===== config.mk =====
export PLATFORM = sky130hd
export DESIGN_NAME = hps_gpi_event_capture
export DESIGN_NICKNAME = d
export VERILOG_FILES = /design/src/rtl/hps_gpi_event_capture.sv
export SDC_FILE = /design/constraint.sdc
export NUM_CORES = 1
export LEC_CHECK = 0
export CAP_MARGIN = 0
export CORE_MARGIN = 2
export CORE_UTILIZATION = 50
export CTS_CLUSTER_DIAMETER = 50
export DETAILED_ROUTE_END_ITERATION = 10
export HOLD_SLACK_MARGIN = 0.08
export PLACE_DENSITY = 0.69
export SKIP_CTS_REPAIR_TIMING = 1
export SLEW_MARGIN = 20
export SYNTH_ARGS = -nofsm -noshare
export SYNTH_HDL_FRONTEND = slang
export SYNTH_SLANG_ARGS = --single-unit
export TNS_END_PERCENT = 100

===== constraint.sdc =====
create_clock -name clk_clk -period 3.72 [get_ports clk_clk]
set_clock_uncertainty 0.05 [all_clocks]
set_input_delay 0.744 -clock clk_clk [delete_from_list [all_inputs] [get_ports clk_clk]]
set_output_delay 0.744 -clock clk_clk [all_outputs]
set_load 0.005 [all_outputs]

===== src/rtl/hps_gpi_event_capture.sv =====
// hps_gpi_event_capture: synchronises and debounces NUM_CH GPI inputs, captures
// enabled rising/falling edges as events in a FIFO read over Avalon-MM, pulses
// mpu_eventi per captured event and drives a level IRQ.
// Optional macro GPI_EVENT_TIMESTAMP_EN: when defined, a free-running TS_W-bit
// timestamp is stored in entry bits [TS_W-1:0]; otherwise bits [23:0] read 0.
// Ports:
//   clk_clk, reset_reset_n  clock, async active-low reset
//   gpi_in                  asynchronous channel inputs
//   avs_*                   Avalon-MM slave (3-bit word address, 1-cycle read latency)
//   mpu_eventi              event pulse to HPS MPU (WFE wake)
//   irq                     level interrupt: IRQ_EN & FIFO not empty
module hps_gpi_event_capture #(
    parameter int unsigned NUM_CH       = 14,
    parameter int unsigned SYNC_STAGES  = 2,
    parameter int unsigned DBW          = 16,
    parameter int unsigned FIFO_DEPTH   = 16,
    parameter int unsigned TS_W         = 16,
    parameter int unsigned EVENTI_PULSE = 4
) (
    input  logic              clk_clk,
    input  logic              reset_reset_n,
    input  logic [NUM_CH-1:0] gpi_in,
    input  logic [2:0]        avs_address,
    input  logic              avs_read,
    input  logic              avs_write,
    input  logic [31:0]       avs_writedata,
    output logic [31:0]       avs_readdata,
    output logic              mpu_eventi,
    output logic              irq
);

    localparam int unsigned AW = $clog2(FIFO_DEPTH);
    localparam int unsigned CW = AW + 1;
    localparam int unsigned EW = $clog2(EVENTI_PULSE + 1);

    logic [NUM_CH-1:0] sync_q [SYNC_STAGES];
    logic [NUM_CH-1:0] sync_d [SYNC_STAGES];
    logic [DBW-1:0]    db_cnt_q [NUM_CH];
    logic [DBW-1:0]    db_cnt_d [NUM_CH];
    logic [NUM_CH-1:0] stable_q, stable_d;
    logic [NUM_CH-1:0] pend_q, pend_d;
    logic [NUM_CH-1:0] pend_rise_q, pend_rise_d;
    logic [NUM_CH-1:0] rise_en_q, rise_en_d;
    logic [NUM_CH-1:0] fall_en_q, fall_en_d;
    logic [DBW-1:0]    limit_q, limit_d;
    logic              en_q, en_d;
    logic              irq_en_q, irq_en_d;
    logic              ovf_q, ovf_d;
    logic [AW-1:0]     wr_ptr_q, wr_ptr_d;
    logic [AW-1:0]     rd_ptr_q, rd_ptr_d;
    logic [CW-1:0]     count_q, count_d;
    logic [EW-1:0]     ev_cnt_q, ev_cnt_d;
    logic              eventi_q, eventi_d;
    logic              irq_q, irq_d;
    logic [31:0]       rdata_q, rdata_d;
    logic [31:0]       mem_q [FIFO_DEPTH];
`ifdef GPI_EVENT_TIMESTAMP_EN
    logic [TS_W-1:0]   ts_q, ts_d;
`endif

    logic [NUM_CH-1:0] synced_c, rise_c, fall_c, edge_c, push_mask_c;
    logic              push_vld_c, push_rise_c, push_acc_c, pop_c, flush_c;
    logic              full_c, empty_c, wr_ctrl_c;
    logic [4:0]        push_ch_c;
    logic [23:0]       ts24_c;
    logic [31:0]       entry_c;
    logic              unused_c;

    assign unused_c = ^avs_writedata;

    // Next-state logic for sync, debounce, edge capture, FIFO and register file
    always_comb begin
        sync_d[0]   = gpi_in;
        for (int s = 1; s < int'(SYNC_STAGES); s++) sync_d[s] = sync_q[s-1];
        synced_c    = sync_q[SYNC_STAGES-1];
        stable_d    = stable_q;
        rise_c      = '0;
        fall_c      = '0;
        rise_en_d   = rise_en_q;
        fall_en_d   = fall_en_q;
        limit_d     = limit_q;
        en_d        = en_q;
        irq_en_d    = irq_en_q;
        ovf_d       = ovf_q;
        push_vld_c  = 1'b0;
        push_rise_c = 1'b0;
        push_ch_c   = '0;
        push_mask_c = '0;
        rdata_d     = rdata_q;
        for (int i = 0; i < int'(NUM_CH); i++) db_cnt_d[i] = '0;

        // Debounce: stable follows synced after limit+1 consecutive mismatching cycles
        for (int i = 0; i < int'(NUM_CH); i++) begin
            if (synced_c[i] != stable_q[i]) begin
                if (db_cnt_q[i] == limit_q) begin
                    stable_d[i] = synced_c[i];
                    rise_c[i]   = synced_c[i];
                    fall_c[i]   = ~synced_c[i];
                end else begin
                    db_cnt_d[i] = db_cnt_q[i] + DBW'(1);
                end
            end
        end
        edge_c = en_q ? ((rise_c & rise_en_q) | (fall_c & fall_en_q)) : '0;

        // Lowest-index pending channel wins the single push slot
        for (int i = 0; i < int'(NUM_CH); i++) begin
            if (pend_q[i] && !push_vld_c) begin
                push_vld_c     = 1'b1;
                push_rise_c    = pend_rise_q[i];
                push_ch_c      = 5'(i);
                push_mask_c[i] = 1'b1;
            end
        end

`ifdef GPI_EVENT_TIMESTAMP_EN
        ts_d   = ts_q + TS_W'(1);
        ts24_c = 24'(ts_q);
`else
        ts24_c = '0;
`endif
        entry_c = {1'b1, push_rise_c, 1'b0, push_ch_c, ts24_c};

        empty_c    = (count_q == '0);
        full_c     = (count_q == CW'(FIFO_DEPTH));
        wr_ctrl_c  = avs_write && (avs_address == 3'd5);
        flush_c    = wr_ctrl_c && avs_writedata[2];
        pop_c      = avs_read && (avs_address == 3'd1) && !empty_c;
        push_acc_c = push_vld_c && (!full_c || pop_c) && !flush_c;

        // A fresh edge on a still-pending channel loses the older event
        pend_d      = flush_c ? '0 : ((pend_q & ~push_mask_c) | edge_c);
        pend_rise_d = (pend_rise_q & ~edge_c) | (rise_c & edge_c);

        if (wr_ctrl_c && avs_writedata[1]) ovf_d = 1'b0;
        if (|(edge_c & pend_q & ~push_mask_c)) ovf_d = 1'b1;
        if (push_vld_c && full_c && !pop_c && !flush_c) ovf_d = 1'b1;

        wr_ptr_d = push_acc_c ? wr_ptr_q + AW'(1) : wr_ptr_q;
        rd_ptr_d = pop_c ? rd_ptr_q + AW'(1) : rd_ptr_q;
        count_d  = count_q;
        if (push_acc_c && !pop_c) count_d = count_q + CW'(1);
        if (!push_acc_c && pop_c) count_d = count_q - CW'(1);
        if (flush_c) begin
            wr_ptr_d = '0;
            rd_ptr_d = '0;
            count_d  = '0;
        end

        if (avs_write) begin
            case (avs_address)
                3'd2: rise_en_d = avs_writedata[NUM_CH-1:0];
                3'd3: fall_en_d = avs_writedata[NUM_CH-1:0];
                3'd5: begin
                    en_d     = avs_writedata[0];
                    irq_en_d = avs_writedata[3];
                end
                3'd6: limit_d = avs_writedata[DBW-1:0];
                default: ;
            endcase
        end

        if (avs_read) begin
            case (avs_address)
                3'd0: rdata_d = {15'b0, 9'(count_q), 5'b0, ovf_q, full_c, empty_c};
                3'd1: rdata_d = empty_c ? 32'h0 : mem_q[rd_ptr_q];
                3'd2: rdata_d = 32'(rise_en_q);
                3'd3: rdata_d = 32'(fall_en_q);
                3'd4: rdata_d = 32'(stable_q);
                3'd5: rdata_d = {28'b0, irq_en_q, 2'b0, en_q};
                3'd6: rdata_d = 32'(limit_q);
                default: rdata_d = 32'h0;
            endcase
        end

        // Each accepted push restarts the eventi pulse
        if (push_acc_c)            ev_cnt_d = EW'(EVENTI_PULSE);
        else if (ev_cnt_q != '0)   ev_cnt_d = ev_cnt_q - EW'(1);
        else                       ev_cnt_d = '0;
        eventi_d = (ev_cnt_d != '0);
        irq_d    = irq_en_q && !empty_c;
    end

    always_ff @(posedge clk_clk or negedge reset_reset_n) begin
        if (!reset_reset_n) begin
            for (int s = 0; s < int'(SYNC_STAGES); s++) sync_q[s] <= '0;
            for (int i = 0; i < int'(NUM_CH); i++) db_cnt_q[i] <= '0;
            stable_q    <= '0;
            pend_q      <= '0;
            pend_rise_q <= '0;
            rise_en_q   <= '0;
            fall_en_q   <= '0;
            limit_q     <= '0;
            en_q        <= 1'b0;
            irq_en_q    <= 1'b0;
            ovf_q       <= 1'b0;
            wr_ptr_q    <= '0;
            rd_ptr_q    <= '0;
            count_q     <= '0;
            ev_cnt_q    <= '0;
            eventi_q    <= 1'b0;
            irq_q       <= 1'b0;
            rdata_q     <= '0;
`ifdef GPI_EVENT_TIMESTAMP_EN
            ts_q        <= '0;
`endif
        end else begin
            for (int s = 0; s < int'(SYNC_STAGES); s++) sync_q[s] <= sync_d[s];
            for (int i = 0; i < int'(NUM_CH); i++) db_cnt_q[i] <= db_cnt_d[i];
            stable_q    <= stable_d;
            pend_q      <= pend_d;
            pend_rise_q <= pend_rise_d;
            rise_en_q   <= rise_en_d;
            fall_en_q   <= fall_en_d;
            limit_q     <= limit_d;
            en_q        <= en_d;
            irq_en_q    <= irq_en_d;
            ovf_q       <= ovf_d;
            wr_ptr_q    <= wr_ptr_d;
            rd_ptr_q    <= rd_ptr_d;
            count_q     <= count_d;
            ev_cnt_q    <= ev_cnt_d;
            eventi_q    <= eventi_d;
            irq_q       <= irq_d;
            rdata_q     <= rdata_d;
`ifdef GPI_EVENT_TIMESTAMP_EN
            ts_q        <= ts_d;
`endif
        end
    end

    // Event storage; contents are don't-care while empty so no reset
    always_ff @(posedge clk_clk) begin
        if (push_acc_c) mem_q[wr_ptr_q] <= entry_c;
    end

    assign avs_readdata = rdata_q;
    assign mpu_eventi   = eventi_q;
    assign irq          = irq_q;

endmodule


==> job_summary.md <==
### Flow metrics

| Metric | Value |
|---|---|
| Worst Path Arrival | `3.38 ns` |
| Part of the power in the clock network | `0.365` |
| Pleak | `10.9 nW` |
| Placed Area | `24600 um2` |
| Clk root buf | `clkbuf_16` |
| Post-route DRC | `0` |
| CTS tree | `done` |
| Final hold vios | `0` |
| NumNets Final | `2320` |
| DRT antenna net count | `0` |
| OpenROAD warning count | `47` |
| CP bufs+invs | `0` |
| Sequential Power Share | `0.427` |
| Run status | `finished, final reports clean` |
| Cell with the most instances after synthesis | `dfrtp_1` |
| Chip area | `48100 um2` |
| Worst ir drop on vdd | `roughly 0.42 mV` |
| Critical path peak fanout | `9` |
| CP delay by family, top | `simple AND/OR/NAND/NOR gates` |
| Max_slew headroom | `0.388` |
| Period minus WS final | `2.95 ns` |
| # setup viols final | `0` |
| Placed Instances | `about 2800` |
| Synth Instances | `2152` |
| HPWL after DPL | `between 30000 and 40000 um` |
| Critical path class | `register to register` |
| Req. time, crit path | `4.14 ns` |
| Clock buffer depth | `3` |
| P_sw | `approximately 4.6 mW` |
| Late-Pin Clk Latency | `0.60 ns` |
| H-tree levels | `2` |
| Cell area leaders | `dfrtp_1 41%, edfxtp_1 10%, xor2_1 8.3%` |
| Cell Type Count | `65` |
| Most used cell, CP | `nor2_1` |
| Vias per std cell | `5.64` |
| Hold Path Class | `input port to asynchronous set/reset pin` |
| Antenna violations before repair | `1` |
| Ys cells | `between 2000 and 2500` |
| Layout cells sized above 1 | `0.123` |
| Port buffer count | `approximately 60` |
| Avg Cell Area, Syn | `10.8 um2` |
| Synth Seq Share | `0.515` |
| Switching share of power | `0.312` |
| Top cells by count | `381 x dfrtp_1, 258 x nor2_1, 219 x xor2_1` |
| Area leader, netlist | `dfrtp_1` |
| Power Density | `560 nW/um2` |
| Most common reg cell | `dfrtp_1` |
| Drt first pass iters | `5` |
| Grt total ovfl | `0` |
| Achievable frequency | `339 MHz` |
| Total CTS buffers | `between 50 and 60` |
| Setup TNS | `0 ns` |
| Mean routed wirelength per cell | `~20 um` |
| Worst-path clk slew | `0.06 ns` |
| Fin Hold WS | `0.135 ns` |
| Int Power | `10.2 mW` |
| Ordered list of cells on the worst path | `nor4_4, nand4_2, and3_1, nor2_1, xor2_1, ha_1, or3_1, o41ai_2, xnor2_1, nor2_1` |
| Worst slew pin tran | `0.918 ns` |
| Largest net degree at the start of global routing | `98` |
| Flip-flops with a built-in enable | `80` |
| Critical Path Slowest Stage Cell | `dfrtp_1` |
| Via count | `16300` |
| Die Wd | `219 um` |
| First-pass GRT wire length | `around 92000 um` |
| Async SR Flop Fraction | `0.826` |
[kinds of logic (layout without fill, tap and decap cells)]
logic type	after synthesis	count (layout)	share of synthesized area
and+or+nand+nor	762	762	0.165
DFF	461	461	0.515
xor gates and xnor gates	386	386	0.146
AOI/OAI and AO/OA	235	235	0.0588
buffers and inverters	163	290	0.0333
muxes	122	122	0.0692
adders and majority gates	22	22	0.0119
other	1	11	0.000162
[routing by layer]
metal,vias up,part of all wire,global-route usage
met5,-,0,0
met4,0,0.039,0.0957
met3,129,0.051,0.0388
met2,427,0.46,0.396
met1,8127,0.45,0.336
li1,7623,-,-
[placed cells by master, fill, tap and decap left out, types with 6 or more instances in the layout]
cell type        instances
o22ai_1                 20
nor4_1                  43
mux2i_1                 14
buf_12                   6
a21oi_1                 92
o21bai_2                 6
mux2_2                  86
nand4_1                 64
o21ai_1                  8
clkdlybuf4s50_1         59
xor2_1                 219
o21ai_0                 68
nor2b_1                 37
clkinv_2                 7
inv_1                   71
and4_1                  11
clkinvlp_4               6
conb_1                  10
xnor2_1                166
nand3_1                 91
ha_1                    22
and2_1                  21
a22o_1                  13
nor3_1                  26
inv_6                    6
or3_1                   53
a22oi_1                 11
edfxtp_1                80
buf_4                   55
bufinv_16                6
nand2_1                105
dfrtp_1                381
clkbuf_16               55
and3_1                  26
nor2_1                 258
mux4_2                  22
clkbuf_1                 9
[metrics by stage]
step / power (mW) / setup WS, ns
6_report: 14.8 / 0.767
5_1_grt: 15.5 / 0.560
3_5_place_dp: 9.47 / 0.354
2_1_floorplan: 8.31 / 0.747
4_1_cts: 14.9 / 0.762
3_3_place_gp: 9.38 / 0.377
[power groups by stage]
stage               sequential, mW  combinational [mW]  clock (mW)
floorplan                     6.04                2.27           0
global placement              6.39                2.99           0
detailed placement            6.41                3.06           0
CTS                           6.32                3.08        5.53
global route                  6.40                3.37        5.73
finish                        6.34                3.07        5.41
[flip-flops by register name, indices dropped and copies added (netlist names), 14 cells and up, named ones only]
name / flops
avs_readdata: 22
db_cnt_q: 224
fall_en_q: 14
limit_q: 16
mem_q: 80
pend_q: 14
rise_en_q: 14
stable_q: 14
sync_d: 14
synced_c: 14
[area by class of cell]
type	instances	area, um2
timing repair buffer	121	1140
sequential	461	11900
clock buffer	69	1480
tap	600	751
inverter	71	267
fill	3707	19100
antenna	1	2.50
clock inverter	29	340
multi-input combinational	1537	10500
[final timing paths]
kind	from	endpoint	slack (ns)	cells past startpoint
min in group clk_clk	sync_d[3]$_DFF_PN0_	synced_c[3]$_DFF_PN0_	0.30	0
setup / recovery	pend_q[4]$_DFF_PN0_	count_q[4]$_DFFE_PN0P_	0.77	10
max in group asynchronous	reset_reset_n	db_cnt_q[134]$_DFF_PN0_	2.59	2
hold reg to reg	sync_d[3]$_DFF_PN0_	synced_c[3]$_DFF_PN0_	0.30	0
hold / removal	reset_reset_n	db_cnt_q[75]$_DFF_PN0_	0.14	1
setup reg to reg	pend_q[4]$_DFF_PN0_	count_q[4]$_DFFE_PN0P_	0.77	10
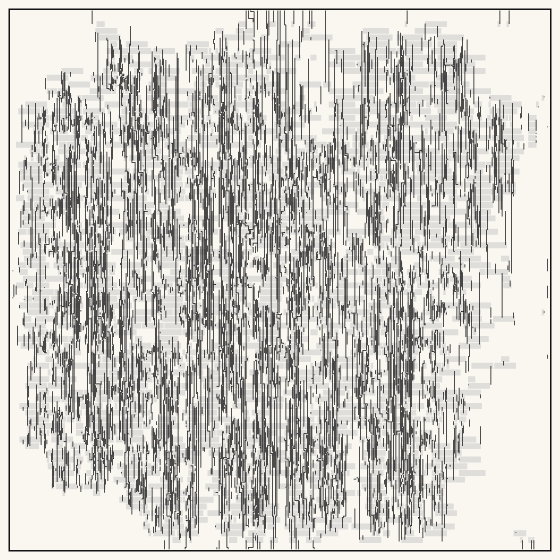
*Metal 2*
Cells faint in the background.
1930 nets have wire on it. The longest straight run is 81.1 um.
drt total wl: 57500 um
met2 Use GR: 0.396

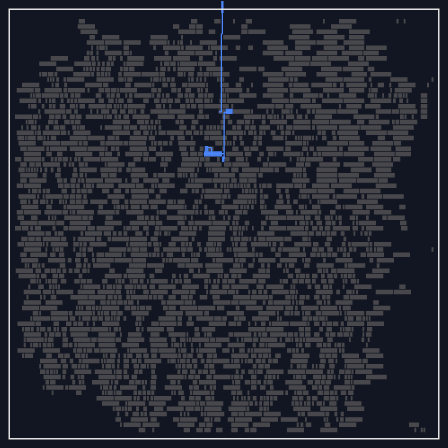
*Port wiring*
avs_write: drawn in blue, bits 1, direction input, edge north, end cells 4, wire 96.7 um.

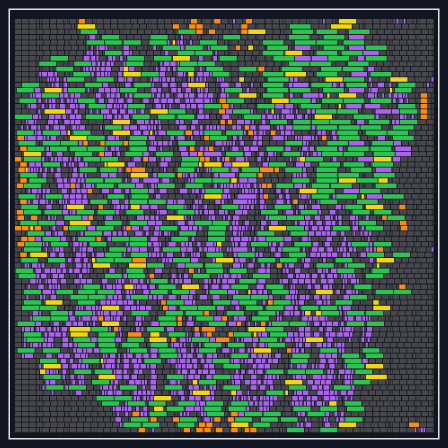
*Cell classes on the final placement*
Fill, decap, tap and diode cells in grey.
clock drivers and dummy loads: drawn in yellow, cells 98, share of their area 7.1%. remaining buffers and delay cells: drawn in orange, cells 121, share of their area 4.4%. remaining logic cells: drawn in purple, cells 1608, share of their area 42%. registers: drawn in green, cells 461, share of their area 46%.
flop share of the area: 0.451
Core Area: 45600 um2
Util after Layout: 0.581
final instance area: 26500 um2
row count: 78

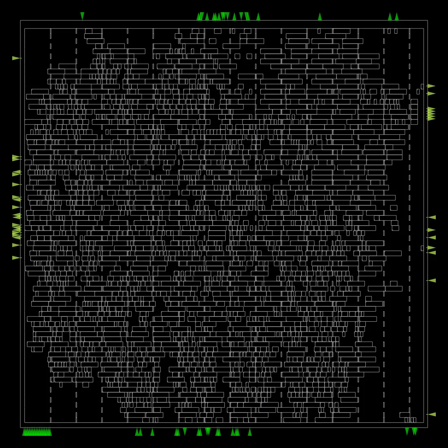
*Cell outlines without signal wires*
Seq cells: 461
fin cells: 2889
fillers: 3707

No activity file was given, so power comes from the tool's default toggle rates.
